==> run_1/layer_met3.png <==
Cells faint in the background.
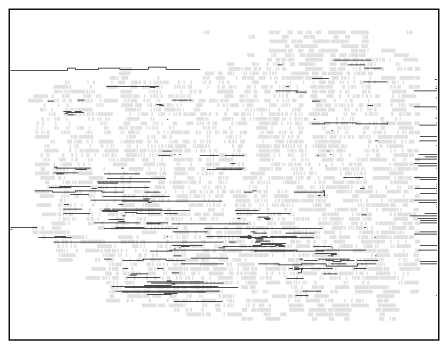
==> run_1/clocks.png <==
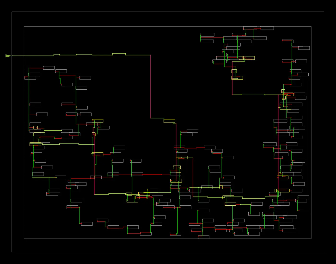
==> run_1/detail.png <==
Window x 108 to 148, y 78 to 118 um. Cells in grey, sequential cells in the stronger grey; small squares are vias.
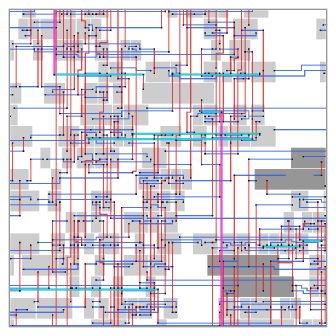
<file path="src/rtl/tile_addr_gen_pkg.sv">
// ---------------------------------------------------------------------------
// tile_addr_gen_pkg
//   Shared types and elaboration-time helpers for the tile read-address
//   generator: FSM state encoding, the AXI INCR burst code, and the functions
//   that turn the map/tile geometry into tile sizes, burst counts and tile
//   counts for a given stride.
// ---------------------------------------------------------------------------
package tile_addr_gen_pkg;

    typedef enum logic [1:0] {
        ST_IDLE      = 2'd0,
        ST_ISSUE     = 2'd1,
        ST_WAIT_DATA = 2'd2,
        ST_WAIT_RES  = 2'd3
    } state_t;

    localparam logic [1:0] ARBURST_INCR = 2'b01;

    function automatic int ceil_div(input int a, input int b);
        return (a + b - 1) / b;
    endfunction

    // Input pixels spanned by one tile in one dimension.
    function automatic int tile_span(input int po, input int ksize, input int s);
        return (po - 1) * s + ksize;
    endfunction

    // Bursts needed to cover one tile row.
    function automatic int n_bursts(input int tw, input int burst);
        return ceil_div(tw, burst);
    endfunction

    // Tiles needed along one dimension of the map.
    function automatic int n_tiles(input int isz, input int ksize, input int s, input int po);
        return ceil_div((isz - ksize) / s + 1, po);
    endfunction

endpackage

</file>
<file path="src/rtl/tile_addr_gen_outst_cnt.sv">
// ---------------------------------------------------------------------------
// outst_cnt
//   Count of AXI read bursts issued but not yet completed.
//   Ports:
//     clk, rst_n  clock, asynchronous active-low reset
//     inc         AR handshake this cycle
//     dec         rlast this cycle
//     cnt         current outstanding count
//     full        cnt == MAX_OUTST
//     zero        cnt == 0
//     underflow   dec while zero (the dec is dropped)
// ---------------------------------------------------------------------------
module outst_cnt
    import tile_addr_gen_pkg::*;
#(
    parameter int MAX_OUTST = 4,
    parameter int CNT_W     = $clog2(MAX_OUTST + 1)
) (
    input  logic             clk,
    input  logic             rst_n,
    input  logic             inc,
    input  logic             dec,
    output logic [CNT_W-1:0] cnt,
    output logic             full,
    output logic             zero,
    output logic             underflow
);

    logic dec_ok;

    assign zero      = (cnt == '0);
    assign full      = (cnt == CNT_W'(MAX_OUTST));
    assign underflow = dec && zero;
    assign dec_ok    = dec && !zero;

    // Simultaneous inc and a valid dec cancel out.
    always_ff @(posedge clk or negedge rst_n) begin
        if (!rst_n) begin
            cnt <= '0;
        end else if (inc && !dec_ok) begin
            cnt <= cnt + CNT_W'(1);
        end else if (dec_ok && !inc) begin
            cnt <= cnt - CNT_W'(1);
        end
    end

endmodule

</file>
<file path="src/rtl/tile_addr_gen.sv">
// ---------------------------------------------------------------------------
// tile_addr_gen
//   Input-buffer read-address generator for the conv engine. Walks the input
//   map tile by tile and, for each tile, issues one AXI INCR burst per
//   (channel, row, row-segment), bounded by MAX_OUTST outstanding bursts.
//   Ports:
//     clk, rst_n      clock, asynchronous active-low reset
//     init_addr_en    start-of-map pulse (honoured only in IDLE)
//     init_addr       map base byte address
//     stride_sel      0 = stride 1, 1 = stride 2
//     arvalid/arready AXI read-address handshake
//     araddr, arlen   burst start byte address, beats-1
//     arburst         constant INCR
//     rlast           one pulse per completed burst
//     result_valid    compute engine finished the current tile
//     blkend          pulse: all data of the current tile returned
//     mapend          pulse: last tile of the map consumed
//     busy            FSM not idle
//     err             sticky: rlast seen with nothing outstanding
// ---------------------------------------------------------------------------
module tile_addr_gen
    import tile_addr_gen_pkg::*;
#(
    parameter int AW        = 32,
    parameter int KSIZE     = 3,
    parameter int POX       = 16,
    parameter int POY       = 3,
    parameter int IW        = 224,
    parameter int IH        = 224,
    parameter int CH        = 4,
    parameter int PIX_BYTES = 1,
    parameter int BURST     = 16,
    parameter int MAX_OUTST = 4
) (
    input  logic          clk,
    input  logic          rst_n,
    input  logic          init_addr_en,
    input  logic [AW-1:0] init_addr,
    input  logic          stride_sel,
    output logic          arvalid,
    input  logic          arready,
    output logic [AW-1:0] araddr,
    output logic [7:0]    arlen,
    output logic [1:0]    arburst,
    input  logic          rlast,
    input  logic          result_valid,
    output logic          blkend,
    output logic          mapend,
    output logic          busy,
    output logic          err
);

    localparam int CW   = 16;
    localparam int OC_W = $clog2(MAX_OUTST + 1);

    localparam int TW1  = tile_span(POX, KSIZE, 1);
    localparam int TW2  = tile_span(POX, KSIZE, 2);
    localparam int TH1  = tile_span(POY, KSIZE, 1);
    localparam int TH2  = tile_span(POY, KSIZE, 2);
    localparam int NB1  = n_bursts(TW1, BURST);
    localparam int NB2  = n_bursts(TW2, BURST);
    localparam int NTX1 = n_tiles(IW, KSIZE, 1, POX);
    localparam int NTX2 = n_tiles(IW, KSIZE, 2, POX);
    localparam int NTY1 = n_tiles(IH, KSIZE, 1, POY);
    localparam int NTY2 = n_tiles(IH, KSIZE, 2, POY);

    localparam logic [CW-1:0] CH_M1    = CW'(CH - 1);
    localparam logic [7:0]    LEN_FULL = 8'(BURST - 1);
    localparam logic [7:0]    LEN_LST1 = 8'(TW1 - (NB1 - 1) * BURST - 1);
    localparam logic [7:0]    LEN_LST2 = 8'(TW2 - (NB2 - 1) * BURST - 1);
    localparam logic [OC_W-1:0] OUTST_M1 = OC_W'(MAX_OUTST - 1);

    state_t        state;
    logic          s2_q;
    logic [AW-1:0] base_q;
    logic [CW-1:0] c_q, r_q, b_q, tx_q, ty_q;
    logic          res_flag_q;

    logic [CW-1:0] nb_m1, th_m1, ntx_m1, nty_m1;
    logic [7:0]    len_last;
    logic          b_last, r_last, c_last, tile_done_hs;
    logic [CW-1:0] b_nx, r_nx, c_nx;
    logic [CW-1:0] sel_c, sel_r, sel_b;
    logic          ar_hs;
    logic [AW-1:0] ld_addr;
    logic [7:0]    ld_len;

    logic [OC_W-1:0] outst;
    logic            outst_full, outst_zero, underflow;
    logic            can_chain, drain_done;

    function automatic logic [AW-1:0] burst_addr(
        input logic [AW-1:0] b_base,
        input logic          s2,
        input logic [CW-1:0] xt,
        input logic [CW-1:0] yt,
        input logic [CW-1:0] cc,
        input logic [CW-1:0] rr,
        input logic [CW-1:0] bb
    );
        logic [AW-1:0] x0, y0, row, pix;
        x0 = AW'(xt) * AW'(POX);
        y0 = AW'(yt) * AW'(POY);
        if (s2) begin
            x0 = x0 << 1;
            y0 = y0 << 1;
        end
        row = AW'(cc) * AW'(IH) + y0 + AW'(rr);
        pix = row * AW'(IW) + x0 + AW'(bb) * AW'(BURST);
        return b_base + pix * AW'(PIX_BYTES);
    endfunction

    outst_cnt #(
        .MAX_OUTST (MAX_OUTST),
        .CNT_W     (OC_W)
    ) u_outst (
        .clk       (clk),
        .rst_n     (rst_n),
        .inc       (ar_hs),
        .dec       (rlast),
        .cnt       (outst),
        .full      (outst_full),
        .zero      (outst_zero),
        .underflow (underflow)
    );

    assign arburst = ARBURST_INCR;
    assign busy    = (state != ST_IDLE);
    assign ar_hs   = arvalid && arready;

    assign nb_m1    = s2_q ? CW'(NB2 - 1)  : CW'(NB1 - 1);
    assign th_m1    = s2_q ? CW'(TH2 - 1)  : CW'(TH1 - 1);
    assign ntx_m1   = s2_q ? CW'(NTX2 - 1) : CW'(NTX1 - 1);
    assign nty_m1   = s2_q ? CW'(NTY2 - 1) : CW'(NTY1 - 1);
    assign len_last = s2_q ? LEN_LST2 : LEN_LST1;

    // Burst order: segment fastest, then row, then channel.
    assign b_last       = (b_q == nb_m1);
    assign r_last       = (r_q == th_m1);
    assign c_last       = (c_q == CH_M1);
    assign tile_done_hs = b_last && r_last && c_last;
    assign b_nx = b_last ? '0 : b_q + CW'(1);
    assign r_nx = b_last ? (r_last ? '0 : r_q + CW'(1)) : r_q;
    assign c_nx = (b_last && r_last) ? (c_last ? '0 : c_q + CW'(1)) : c_q;

    // On a handshake the AR registers are reloaded with the following burst,
    // otherwise with the burst the counters currently point at.
    assign sel_c   = ar_hs ? c_nx : c_q;
    assign sel_r   = ar_hs ? r_nx : r_q;
    assign sel_b   = ar_hs ? b_nx : b_q;
    assign ld_addr = burst_addr(base_q, s2_q, tx_q, ty_q, sel_c, sel_r, sel_b);
    assign ld_len  = (sel_b == nb_m1) ? len_last : LEN_FULL;

    // Back-to-back issue only while the post-handshake count stays below the
    // limit; a concurrent rlast is ignored here, which is merely conservative.
    assign can_chain  = (outst < OUTST_M1);
    assign drain_done = outst_zero || ((outst == OC_W'(1)) && rlast);

    always_ff @(posedge clk) begin
        if (state == ST_IDLE && init_addr_en) begin
            base_q <= init_addr;
        end
    end

    always_ff @(posedge clk or negedge rst_n) begin
        if (!rst_n) begin
            state      <= ST_IDLE;
            s2_q       <= 1'b0;
            c_q        <= '0;
            r_q        <= '0;
            b_q        <= '0;
            tx_q       <= '0;
            ty_q       <= '0;
            res_flag_q <= 1'b0;
            arvalid    <= 1'b0;
            araddr     <= '0;
            arlen      <= '0;
            blkend     <= 1'b0;
            mapend     <= 1'b0;
            err        <= 1'b0;
        end else begin
            blkend <= 1'b0;
            mapend <= 1'b0;
            if (underflow) begin
                err <= 1'b1;
            end

            // A result pulse arriving in the same cycle as consumption is
            // kept for the next tile.
            if (state != ST_IDLE) begin
                if (state == ST_WAIT_RES && res_flag_q) begin
                    res_flag_q <= result_valid;
                end else if (result_valid) begin
                    res_flag_q <= 1'b1;
                end
            end

            case (state)
                ST_IDLE: begin
                    if (init_addr_en) begin
                        s2_q       <= stride_sel;
                        c_q        <= '0;
                        r_q        <= '0;
                        b_q        <= '0;
                        tx_q       <= '0;
                        ty_q       <= '0;
                        res_flag_q <= 1'b0;
                        state      <= ST_ISSUE;
                    end
                end

                ST_ISSUE: begin
                    if (arvalid) begin
                        if (arready) begin
                            c_q <= c_nx;
                            r_q <= r_nx;
                            b_q <= b_nx;
                            if (tile_done_hs) begin
                                arvalid <= 1'b0;
                                state   <= ST_WAIT_DATA;
                            end else if (can_chain) begin
                                araddr <= ld_addr;
                                arlen  <= ld_len;
                            end else begin
                                arvalid <= 1'b0;
                            end
                        end
                    end else if (!outst_full) begin
                        arvalid <= 1'b1;
                        araddr  <= ld_addr;
                        arlen   <= ld_len;
                    end
                end

                ST_WAIT_DATA: begin
                    if (drain_done) begin
                        blkend <= 1'b1;
                        state  <= ST_WAIT_RES;
                    end
                end

                ST_WAIT_RES: begin
                    if (res_flag_q) begin
                        if (tx_q == ntx_m1 && ty_q == nty_m1) begin
                            mapend <= 1'b1;
                            tx_q   <= '0;
                            ty_q   <= '0;
                            state  <= ST_IDLE;
                        end else if (tx_q == ntx_m1) begin
                            tx_q  <= '0;
                            ty_q  <= ty_q + CW'(1);
                            state <= ST_ISSUE;
                        end else begin
                            tx_q  <= tx_q + CW'(1);
                            state <= ST_ISSUE;
                        end
                    end
                end

                default: state <= ST_IDLE;
            endcase
        end
    end

endmodule
</file>
<file path="config.mk">
export PLATFORM = sky130hd
export DESIGN_NAME = tile_addr_gen
export DESIGN_NICKNAME = d
export VERILOG_FILES = /design/src/rtl/tile_addr_gen_pkg.sv /design/src/rtl/tile_addr_gen_outst_cnt.sv /design/src/rtl/tile_addr_gen.sv
export SDC_FILE = /design/constraint.sdc
export NUM_CORES = 1
export LEC_CHECK = 0
export ABC_AREA = 1
export ABC_CLOCK_PERIOD_IN_PS = 14540
export CORE_ASPECT_RATIO = 0.75
export CORE_MARGIN = 10
export CORE_UTILIZATION = 40
export CTS_CLUSTER_SIZE = 10
export DETAILED_ROUTE_END_ITERATION = 10
export GPL_TIMING_DRIVEN = 0
export PLACE_DENSITY = 0.62
export SLEW_MARGIN = 20
export SYNTH_ARGS = -nofsm -noshare
export SYNTH_HDL_FRONTEND = slang
export SYNTH_HIERARCHICAL = 1
export SYNTH_SLANG_ARGS = --single-unit
</file>
<file path="constraint.sdc">
create_clock -name clk -period 14.54 [get_ports clk]
set_input_delay 3.635 -clock clk [delete_from_list [all_inputs] [get_ports clk]]
set_output_delay 3.635 -clock clk [all_outputs]
set_load 0.01 [all_outputs]
</file>
==> CHANGELOG.md, run 1 <==
## Flow update

* Mapped Avg Cell Area at 7.458 um^2
* Top layer in use: met4
* Metal3 WL at 3.011 mm
* Root Buffer: clkbuf_16
* Syn Inst Count at 2240
* Ys cells at 2240
* Final worst path period need at 13.71 ns
* Global route overflow at 0
* Hold Path Cell Cnt at 2
* First-pass GRT wire length at 77.62 mm
* Number of buffers created by CTS at 17
* Crit end category: register
* Post-synth area from yosys stat at 16710 um^2
* First DRT Iteration DRCs at 1158
* Final setup violating endpoints at 0
* Worst-margin pin slew at 1.022 ns
* WS Path Type: in -> reg
* Met1 wire length at 23.04 mm
* Max Clock Skew at 0.01308 ns
* Share of post-route cells with drive strength above 1 at 5.690%
* Die width at 256.0 um
* Antenna violations before repair at 0
* Nets@finish at 2615
* DRT Pass-1 Iters at 5
* Slew Viols, Final at 0
* CTS tree: yes
* Crit path DRT at 14.90 ns
* DRT antenna net count at 0
* # fillers at 4202
* Routed WL per cell at 16.15 um
* Slew margin rel. at 31.13%
* Status: completed
* Crit-path most repeated cell: nand3_1
* Die ar. at 50420 um^2
* Crit-path slowest cell: fa_1
* Logic share of the area at 58.34%
* Area share, top type at 18.72%
* Final Non-Filler Cells at 2916
* DP HPWL at 39.29 mm
* Cts-stage hold buffer count at 0
* Worst EP arrival at 14.06 ns
* Max_cap viols at 0
* Fin util at 45.86%
* Hold WS at 0.4657 ns
* Critical Path Max Stage Delay at 0.55 ns
* Unique masters post-synth at 65
* RSZ-0062 raised after global routing: false
* CTS H-tree lvls at 4
* Most frequent cell after synthesis: nand2_1
* CP startpoint kind: input pin
* Resized cells post-CTS at 0
* Largest net degree at the start of global routing at 88
* Flops after synth at 157
* Synth cell count leaders: nand2_1 (498), inv_1 (359), o21ai_0 (157), ha_1 (156), dfrtp_1 (125)
* Final hold viol count at 0
* Syn. warnings at 6
* Diodes inserted at 0
* Post-CTS Setup Inserts at 0
* Place WS at -0.1463 ns
* Placed insts at 2885
* Flop-to-flop setup slack at 3.88 ns
* Non-Clock Buffer Count at 129
* Non-clk invs at 375
* Well tap count at 561
* Fp_density at 40.75%
* Register area at 4089 um^2
* CP max FO at 10
* Vertical die size at 197.0 um
* Synthesis-to-layout area growth at 12.55%
* DR DRC count at 0
* Period utilisation layout at 94.26%
* Final clock-cell share at 2.968%
* Worst Setup EP: araddr[31]$_DFFE_PN0P_
* Max Fclk at 72.96 MHz
* Flip-flops with a built-in enable at 32
* Synth async-reset ratio at 79.62%
* Synth area leader: dfrtp_1
* Top cells by area: dfrtp_1 (19%), ha_1 (12%), nand2_1 (11%), fa_1 (9.3%), inv_1 (8.1%)
* Fin area at 18800 um^2
* FP Rows at 64
* Hold Crit Start: base_q[1]$_DFFE_PP_
* CP startpoint: arready
* Top flop regs: araddr: 32 flops, base_q: 32 flops
* Worst r2r dst: araddr[31]$_DFFE_PN0P_
* Signal buf overhead at 5.709%
* Fin worst setup slack at 0.8343 ns
* Clock transition at path regs at 0.07 ns
* Dominant kind of cell: logic gates
* Hold WC Path Type: reg -> reg
* Logic area at 10970 um^2
* Vias per std cell at 5.176
-- layer_met3.png (at the start) --
186 nets have wire on it. The layer holds 6.4% of the routed length.
total number of vias: 15090
WL final: 47.11 mm
met3 Use GR: 3.855%

-- clocks.png (at the start) --
Layout clock buffers: 18
clk latency late pin: 0.47 ns
clk sinks: 157

-- detail.png (at the start) --
Key: metal 4 = magenta; metal 3 = cyan; metal 2 = red; metal 1 = blue
Sequential cells in the window: 3. Most frequent: nand2_1 (34), inv_1 (18), nand3_1 (13). 120 logic cells have their middle in the window. Netlist names of flops here include b_q (3).

## run 1: critical path, delay by kind of cell
family / cells / cell delay [ns]
XOR/XNOR: 3 / 0.79
AND/OR/NAND/NOR: 23 / 3.63
buffers and inverters: 7 / 1.91
AND-OR/OR-AND: 2 / 0.51
adder cells (fa/ha/maj): 10 / 3.56
## run 1: layer usage
layer | up-vias | track usage (%)
li1 | 7556 | -
met4 | 0 | 5.037
met1 | 7105 | 26.50
met3 | 40 | 3.855
met5 | - | 0
met2 | 391 | 28.96
## run 1: kinds of logic (layout without fill, tap and decap cells)
kind of cell / after synthesis / in the layout / synth area share, %
adders and majority gates: 234 / 234 / 21.03
other: 2 / 6 / 0.04495
AOI/OAI and AO/OA: 411 / 411 / 13.90
muxes: 4 / 4 / 0.2397
and+or+nand+nor: 885 / 885 / 23.62
xor gates and xnor gates: 122 / 122 / 6.733
buffers and inverters: 425 / 536 / 9.954
DFF: 157 / 157 / 24.48
## run 1: cells in the final DEF (no fill, tap or decap), drive strengths merged, types with 32 or more instances in the layout
master / count
a21oi: 117
clkbuf: 38
clkdlybuf4s50: 78
dfrtp: 125
edfxtp: 32
fa: 78
ha: 156
inv: 381
nand2: 509
nand3: 115
nand4: 50
nor2: 124
nor3: 51
o21ai: 182
o22ai: 38
xnor2: 41
xor2: 81
==> run 2, diff against run 1 <==
- CORE_UTILIZATION: 40 -> 60
- PLACE_DENSITY: 0.62 -> 0.85
- SLEW_MARGIN: 20 -> 10
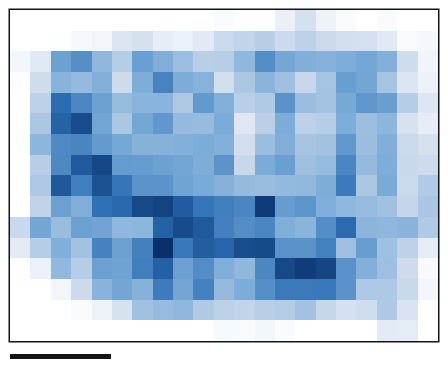
(run_2/metal_density.png)
Scale bar: 50 um. The die is cut into 21 by 16 equal tiles; white is low, dark blue is high, scaled to the fullest tile. Values are wire area over tile area, all layers added.
The fullest tile reaches 0.58. 30% of the tiles are over half the peak. The mean over all tiles is 0.22. 14% of the tiles are nearly empty.
total number of vias: 15620
Total GRT Usage: 26.66%
Routed WL per cell: 17.07 um

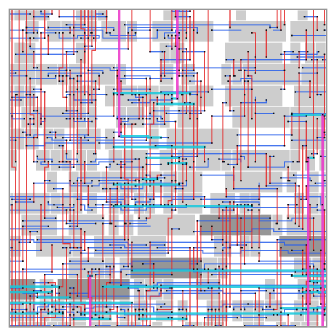
(run_2/detail.png)
Window x 86 to 126, y 62 to 102 um. Cells in grey, sequential cells in the stronger grey; small squares are vias.
Key: metal 2 = red; metal 3 = cyan; metal 4 = magenta; metal 1 = blue
Netlist names of flops here include b_q (4). 156 logic cells have their middle in the window. Sequential cells in the window: 4. Most frequent: nand2_1 (37), inv_1 (33), ha_1 (14).

==> CHANGELOG.md, run 2 <==
## Flow update

* Max_cap viols at 0 (unchanged)
* Place WS at 0.09762 ns (+0.2439 ns)
* Flip-flops with a built-in enable at 32 (unchanged)
* Fp_density at 61.43% (+21 points)
* Setup TNS at 0 ns
* Metal3 WL at 3.841 mm (+28%)
* WL final at 46.20 mm (-1.9%)
* DRT antenna net count at 0 (unchanged)
* FP Rows at 52 (-19%)
* Synthesis-to-layout area growth at 11.27%
* DR DRC count at 0 (unchanged)
* Post-CTS Setup Inserts at 0 (unchanged)
* Crit path DRT at 14.88 ns (-0.02 ns)
* Vertical die size at 164.5 um (-16%)
* Max Fclk at 72.14 MHz (-1.1%)
* Mapped cell area at 16710 um^2
* CP max FO at 10 (unchanged)
* Hold WC Path Type: reg -> reg
* RSZ-0062 raised after global routing: false
* Top layer in use: met4
* Vias per std cell at 5.773 (+12%)
* Met1 wire length at 20.84 mm (-9.6%)
* Area share, top type at 18.72% (unchanged)
* Antenna violations before repair at 0 (unchanged)
* Clock transition at path regs at 0.07 ns (about the same)
* Diodes inserted at 0 (unchanged)
* Cts-stage hold buffer count at 0 (unchanged)
* Core ar. at 27200 um^2
* Crit-path most repeated cell: nand2_1
* Largest net degree at the start of global routing at 85 (-3.4%)
* Critical Path Max Stage Delay at 0.49 ns (-0.06 ns)
* Synth cell count leaders: nand2_1 (498), inv_1 (359), o21ai_0 (157), ha_1 (156), dfrtp_1 (125)
* Nets@finish at 2615 (unchanged)
* Routability Congestion at 1.007
* Global route overflow at 0 (unchanged)
* Most frequent cell after synthesis: nand2_1
* WS Path Type: in -> reg
* Top flop regs: araddr: 32 flops, base_q: 32 flops
* Final setup violating endpoints at 0 (unchanged)
* Log Warnings at 37
* CP startpoint kind: input pin
* Fin util at 68.35% (+22 points)
* First-pass GRT wire length at 75.18 mm (-3.1%)
* Placed Instance Area at 17980 um^2
* Hold WS at 0.4530 ns (-0.01267 ns)
* Final worst path period need at 13.86 ns (+0.1553 ns)
* Mapped Avg Cell Area at 7.458 um^2 (unchanged)
* Synth area leader: dfrtp_1
* Post-synth area from yosys stat at 16710 um^2 (unchanged)
* Slew Viols, Final at 0 (unchanged)
* Clk latency late pin at 0.46 ns (about the same)
* Post-synth seq share at 24.48%
* First DRT Iteration DRCs at 1534 (+32%)
* Synth async-reset ratio at 79.62% (unchanged)
* Crit-path slowest cell: fa_1
* IO buf count at 79
* Die ar. at 34990 um^2 (-31%)
* Clk sinks at 157 (unchanged)
* Clock buffer depth at 2
* CTS tree: yes
* Metal2 WL at 20.56 mm
* Ys cells at 2240 (unchanged)
* DRT Pass-1 Iters at 6 (+1)
* Syn Inst Count at 2240 (unchanged)
* Unique masters post-synth at 65 (unchanged)
* Final Non-Filler Cells at 2706 (-7.2%)
* Crit end category: register
* Number of buffers created by CTS at 17 (unchanged)
* Status: completed
* Flops after synth at 157 (unchanged)
* Top Layout Cells: nand2_1 (498), inv_1 (358), o21ai_0 (157), ha_1 (156), dfrtp_1 (125)
* Root Buffer: clkbuf_16
* Syn. warnings at 6 (unchanged)
* Die width at 212.7 um (-17%)
* Period utilisation layout at 95.33% (+1.1 points)
* Fin worst setup slack at 0.6790 ns (-0.1553 ns)
* WP buf/inv at 9 (+2)
* Slew margin rel. at 43.76% (+13 points)
* Final hold viol count at 0 (unchanged)
* CTS H-tree lvls at 4 (unchanged)
* IO Count at 86
* Vias in the first global route at 14970
* Fin area at 18590 um^2 (-1.1%)
* Share of post-route cells with drive strength above 1 at 5.732% (+0.042 points)
* Worst-margin pin slew at 0.8435 ns (-0.1788 ns)
* Placed insts at 2675 (-7.3%)
* Worst EP arrival at 14.20 ns (+0.14 ns)
* # fillers at 2345 (-44%)
* Kind of cell adding the most delay to the critical path: adder cells
* Top cells by area: dfrtp_1 (19%), ha_1 (12%), nand2_1 (11%), fa_1 (9.3%), inv_1 (8.1%)
* DP HPWL at 37.55 mm (-4.4%)
* Most frequent logic cell in the layout: nand2_1
* Top FF cell, synth: dfrtp_1
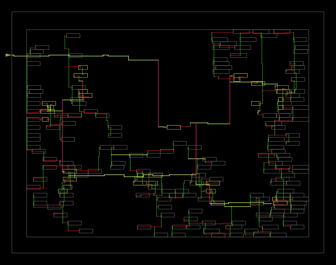
(run_2/clocks.png)
Max Clock Skew: 0.01222 ns
Flop Count: 157

## run 2: cell counts after synthesis
Identical to the previous run, type by type.
## run 2: layout make-up
cell class | instances | area (um^2) | share of cell area, %
clock buffer | 17 | 425.4 | 2.288
inverter | 375 | 1411 | 7.592
tap | 351 | 439.2 | 2.363
clock inverter | 15 | 185.2 | 0.9962
timing repair buffer | 80 | 819.5 | 4.409
multi-input combinational | 1662 | 10970 | 59.01
sequential | 157 | 4089 | 22.00
buffer | 49 | 250.2 | 1.346
## run 2: path summary, 6_finish.rpt
check / start / endpoint / slack [ns] / depth (start not counted)
max in group asynchronous: rst_n / c_q[14]$_DFFE_PN0P_ / 10.64 / 2
setup / recovery: arready / araddr[31]$_DFFE_PN0P_ / 0.68 / 47
hold / removal: base_q[3]$_DFFE_PP_ / araddr[3]$_DFFE_PN0P_ / 0.45 / 2
setup reg to reg: c_q[0]$_DFFE_PN0P_ / araddr[31]$_DFFE_PN0P_ / 3.85 / 48
min in group asynchronous: rst_n / tx_q[14]$_DFFE_PN0P_ / 3.09 / 1
hold reg to reg: base_q[3]$_DFFE_PP_ / araddr[3]$_DFFE_PN0P_ / 0.45 / 2
## run 2: cells by family after synthesis
logic type | count (synthesis) | synth area share [%]
fa+ha+maj | 234 | 21.03
other cells | 2 | 0.04495
buf+inv | 425 | 9.954
xor+xnor | 122 | 6.733
flops | 157 | 24.48
mux | 4 | 0.2397
compound gates | 411 | 13.90
simple gates | 885 | 23.62
## run 2: layer usage
metal | vias to the layer above | track usage, %
met4 | 0 | 6.798
met2 | 626 | 42.74
li1 | 7583 | -
met5 | - | 0
met1 | 7348 | 36.47
met3 | 64 | 4.962
## run 2: timing repair
action	in CTS	in global routing
resized	0	4
setup endpoints to repair	0	2
hold endpoints to repair	0	0
==> run 3, diff against run 2 <==
- CORE_ASPECT_RATIO: 0.75 -> 0.7
- SKIP_LAST_GASP: not set -> 1
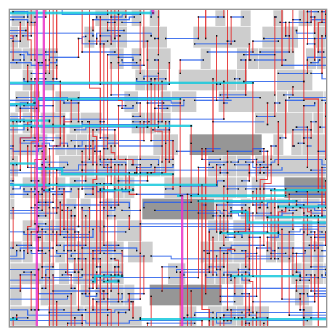
(run_3/detail.png)
Window x 90 to 130, y 60 to 100 um. Cells in grey, sequential cells in the stronger grey; small squares are vias.
Key: metal 4 = magenta; metal 1 = blue; metal 3 = cyan; metal 2 = red
166 logic cells have their middle in the window. Most frequent: nand2_1 (41), inv_1 (30), nand3_1 (16). Netlist names of flops here include b_q (4). Sequential cells in the window: 4.

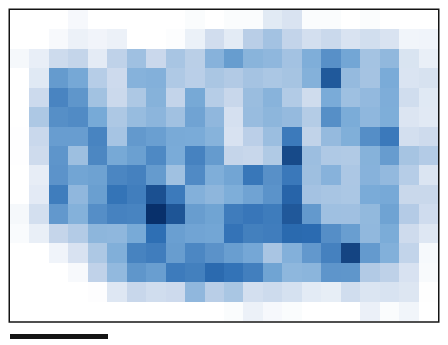
(run_3/metal_density.png)
Scale bar: 50 um. The die is cut into 22 by 16 equal tiles; white is low, dark blue is high, scaled to the fullest tile. Values are wire area over tile area, all layers added.
The densest ninth of the die: centre. The fullest tile reaches 0.65. 14% of the tiles are nearly empty. The mean over all tiles is 0.22. 28% of the tiles are over half the peak.
WL final: 46.16 mm
Routed WL per cell: 16.93 um
total number of vias: 15680

==> CHANGELOG.md, run 3 <==
## Flow update

* Final setup violating endpoints at 0 (unchanged)
* Synth cell count leaders: nand2_1 (498), inv_1 (359), o21ai_0 (157), ha_1 (156), dfrtp_1 (125)
* Clock transition at path regs at 0.07 ns (about the same)
* Top flop regs: araddr: 32 flops, base_q: 32 flops
* Status: completed
* Top Layout Cells: nand2_1 (498), inv_1 (358), o21ai_0 (157), ha_1 (156), dfrtp_1 (125)
* Post-CTS Setup Inserts at 0 (unchanged)
* IO buf count at 79 (unchanged)
* Unique masters post-synth at 65 (unchanged)
* Top cells by area: dfrtp_1 (19%), ha_1 (12%), nand2_1 (11%), fa_1 (9.3%), inv_1 (8.1%)
* Hold WC Path Type: reg -> reg
* RSZ-0062 raised after global routing: false
* FP Rows at 51 (-1.9%)
* CTS tree: yes
* Post-synth seq share at 24.48% (unchanged)
* Worst R2R Start: c_q[0]$_DFFE_PN0P_
* Area share, top type at 18.72% (unchanged)
* Crit-path most repeated cell: nand2_1
* Routing usage on met2 at 41.14% (-1.6 points)
* Antenna violations before repair at 0 (unchanged)
* Placed Instance Area at 18000 um^2 (+0.14%)
* Setup TNS at 0 ns (unchanged)
* Period utilisation layout at 94.80% (-0.53 points)
* Vias in the first global route at 15210 (+1.6%)
* DRT antenna net count at 0 (unchanged)
* Crit-path slowest cell: fa_1
* Die width at 219.4 um (+3.2%)
* Crit end category: register
* CP startpoint kind: input pin
* Synthesis-to-layout area growth at 11.27% (unchanged)
* Place WS at 0.1795 ns (+0.08190 ns)
* DP HPWL at 37.26 mm (-0.78%)
* Max_cap viols at 0 (unchanged)
* Share of post-route cells with drive strength above 1 at 5.688% (-0.045 points)
* Final Non-Filler Cells at 2727 (+0.78%)
* GR peak layer: met2
* Core ar. at 27630 um^2 (+1.6%)
* Nets@finish at 2616 (+0.038%)
* Flops after synth at 157 (unchanged)
* Flip-flops with a built-in enable at 32 (unchanged)
* Max Fclk at 72.55 MHz (+0.56%)
* Final worst path period need at 13.78 ns (-0.07707 ns)
* Hold Path Cell Cnt at 2 (unchanged)
* Worst r2r dst: araddr[31]$_DFFE_PN0P_
* Most frequent cell after synthesis: nand2_1
* Final hold viol count at 0 (unchanged)
* Synth async-reset ratio at 79.62% (unchanged)
* Log Warnings at 37 (unchanged)
* Register area at 4089 um^2 (unchanged)
* CTS H-tree lvls at 4 (unchanged)
* Top FF cell, synth: dfrtp_1
* Logic area at 10970 um^2 (unchanged)
* Most frequent logic cell in the layout: nand2_1
* Fin area at 18590 um^2 (unchanged)
* Root Buffer: clkbuf_16
* Metal2 WL at 20.27 mm (-1.4%)
* Hold Path Sink: araddr[1]$_DFFE_PN0P_
* Placed insts at 2695 (+0.75%)
* Hold WS at 0.4500 ns (-0.002979 ns)
* Worst-margin pin slew at 0.9452 ns (+0.1017 ns)
* First-pass GRT wire length at 75.99 mm (+1.1%)
* Slew margin rel. at 36.32% (-7.4 points)
* Metal3 WL at 4.210 mm (+9.6%)
* Met1 wire length at 20.42 mm (-2.0%)
* WS Path Type: in -> reg
* Crit path DRT at 14.89 ns (about the same)
* Top layer in use: met4
* Slew Viols, Final at 0 (unchanged)
* Critical Path Max Stage Delay at 0.54 ns (+0.05 ns)
* DRT Pass-1 Iters at 5 (-1)
* Grt met1 use at 35.92% (-0.55 points)
* Flop-to-flop setup slack at 3.76 ns (-0.09 ns)
* Met3 Use GR at 6.359% (+1.4 points)
* Mapped Avg Cell Area at 7.458 um^2 (unchanged)
* Clk latency late pin at 0.47 ns (about the same)
* Synth area leader: dfrtp_1
* Worst EP arrival at 14.14 ns (-0.06 ns)
* Total GRT Usage at 26.68% (about the same)
* Syn Inst Count at 2240 (unchanged)
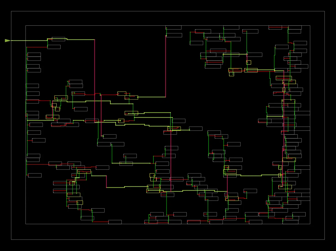
(run_3/clocks.png)
Max Clock Skew: 0.01638 ns
number of buffers created by CTS: 17

run 3: timing repair:
action / 4_1_cts / 5_1_grt
hold buffers: 0 / 0
setup endpoints to repair: 0 / 1
gates resized: 0 / 4
run 3: critical path: cells and delay by family:
family / cells / cell delay (ns)
xor gates and xnor gates: 3 / 0.83
buffers and inverters: 8 / 1.99
adders and majority gates: 10 / 3.87
AOI/OAI and AO/OA: 5 / 1.27
and+or+nand+nor: 20 / 2.51
run 3: cells by family after synthesis:
kind of cell	after synthesis	synth area share, %
AOI/OAI and AO/OA	411	13.90
xor gates and xnor gates	122	6.733
adders and majority gates	234	21.03
buffers and inverters	425	9.954
DFF	157	24.48
muxes	4	0.2397
other	2	0.04495
and+or+nand+nor	885	23.62
run 3: final cells by class:
class | instances | share of cell area, %
inverter | 375 | 7.592
buffer | 50 | 1.366
clock buffer | 18 | 2.309
tap | 371 | 2.497
timing repair buffer | 80 | 4.409
clock inverter | 14 | 0.8212
sequential | 157 | 22.00
multi-input combinational | 1662 | 59.01
run 3: worst max-delay path by stage:
| stage | to | start | slack [ns] |
|---|---|---|---|
| after floorplan | araddr[31]$_DFFE_PN0P_ | arready | 2.64 |
| after global placement | araddr[31]$_DFFE_PN0P_ | arready | 0.29 |
| after global routing | araddr[31]$_DFFE_PN0P_ | arready | 0.10 |
| after CTS | araddr[31]$_DFFE_PN0P_ | arready | 0.66 |
| after detailed placement | araddr[31]$_DFFE_PN0P_ | arready | 0.18 |
| final | araddr[31]$_DFFE_PN0P_ | arready | 0.76 |
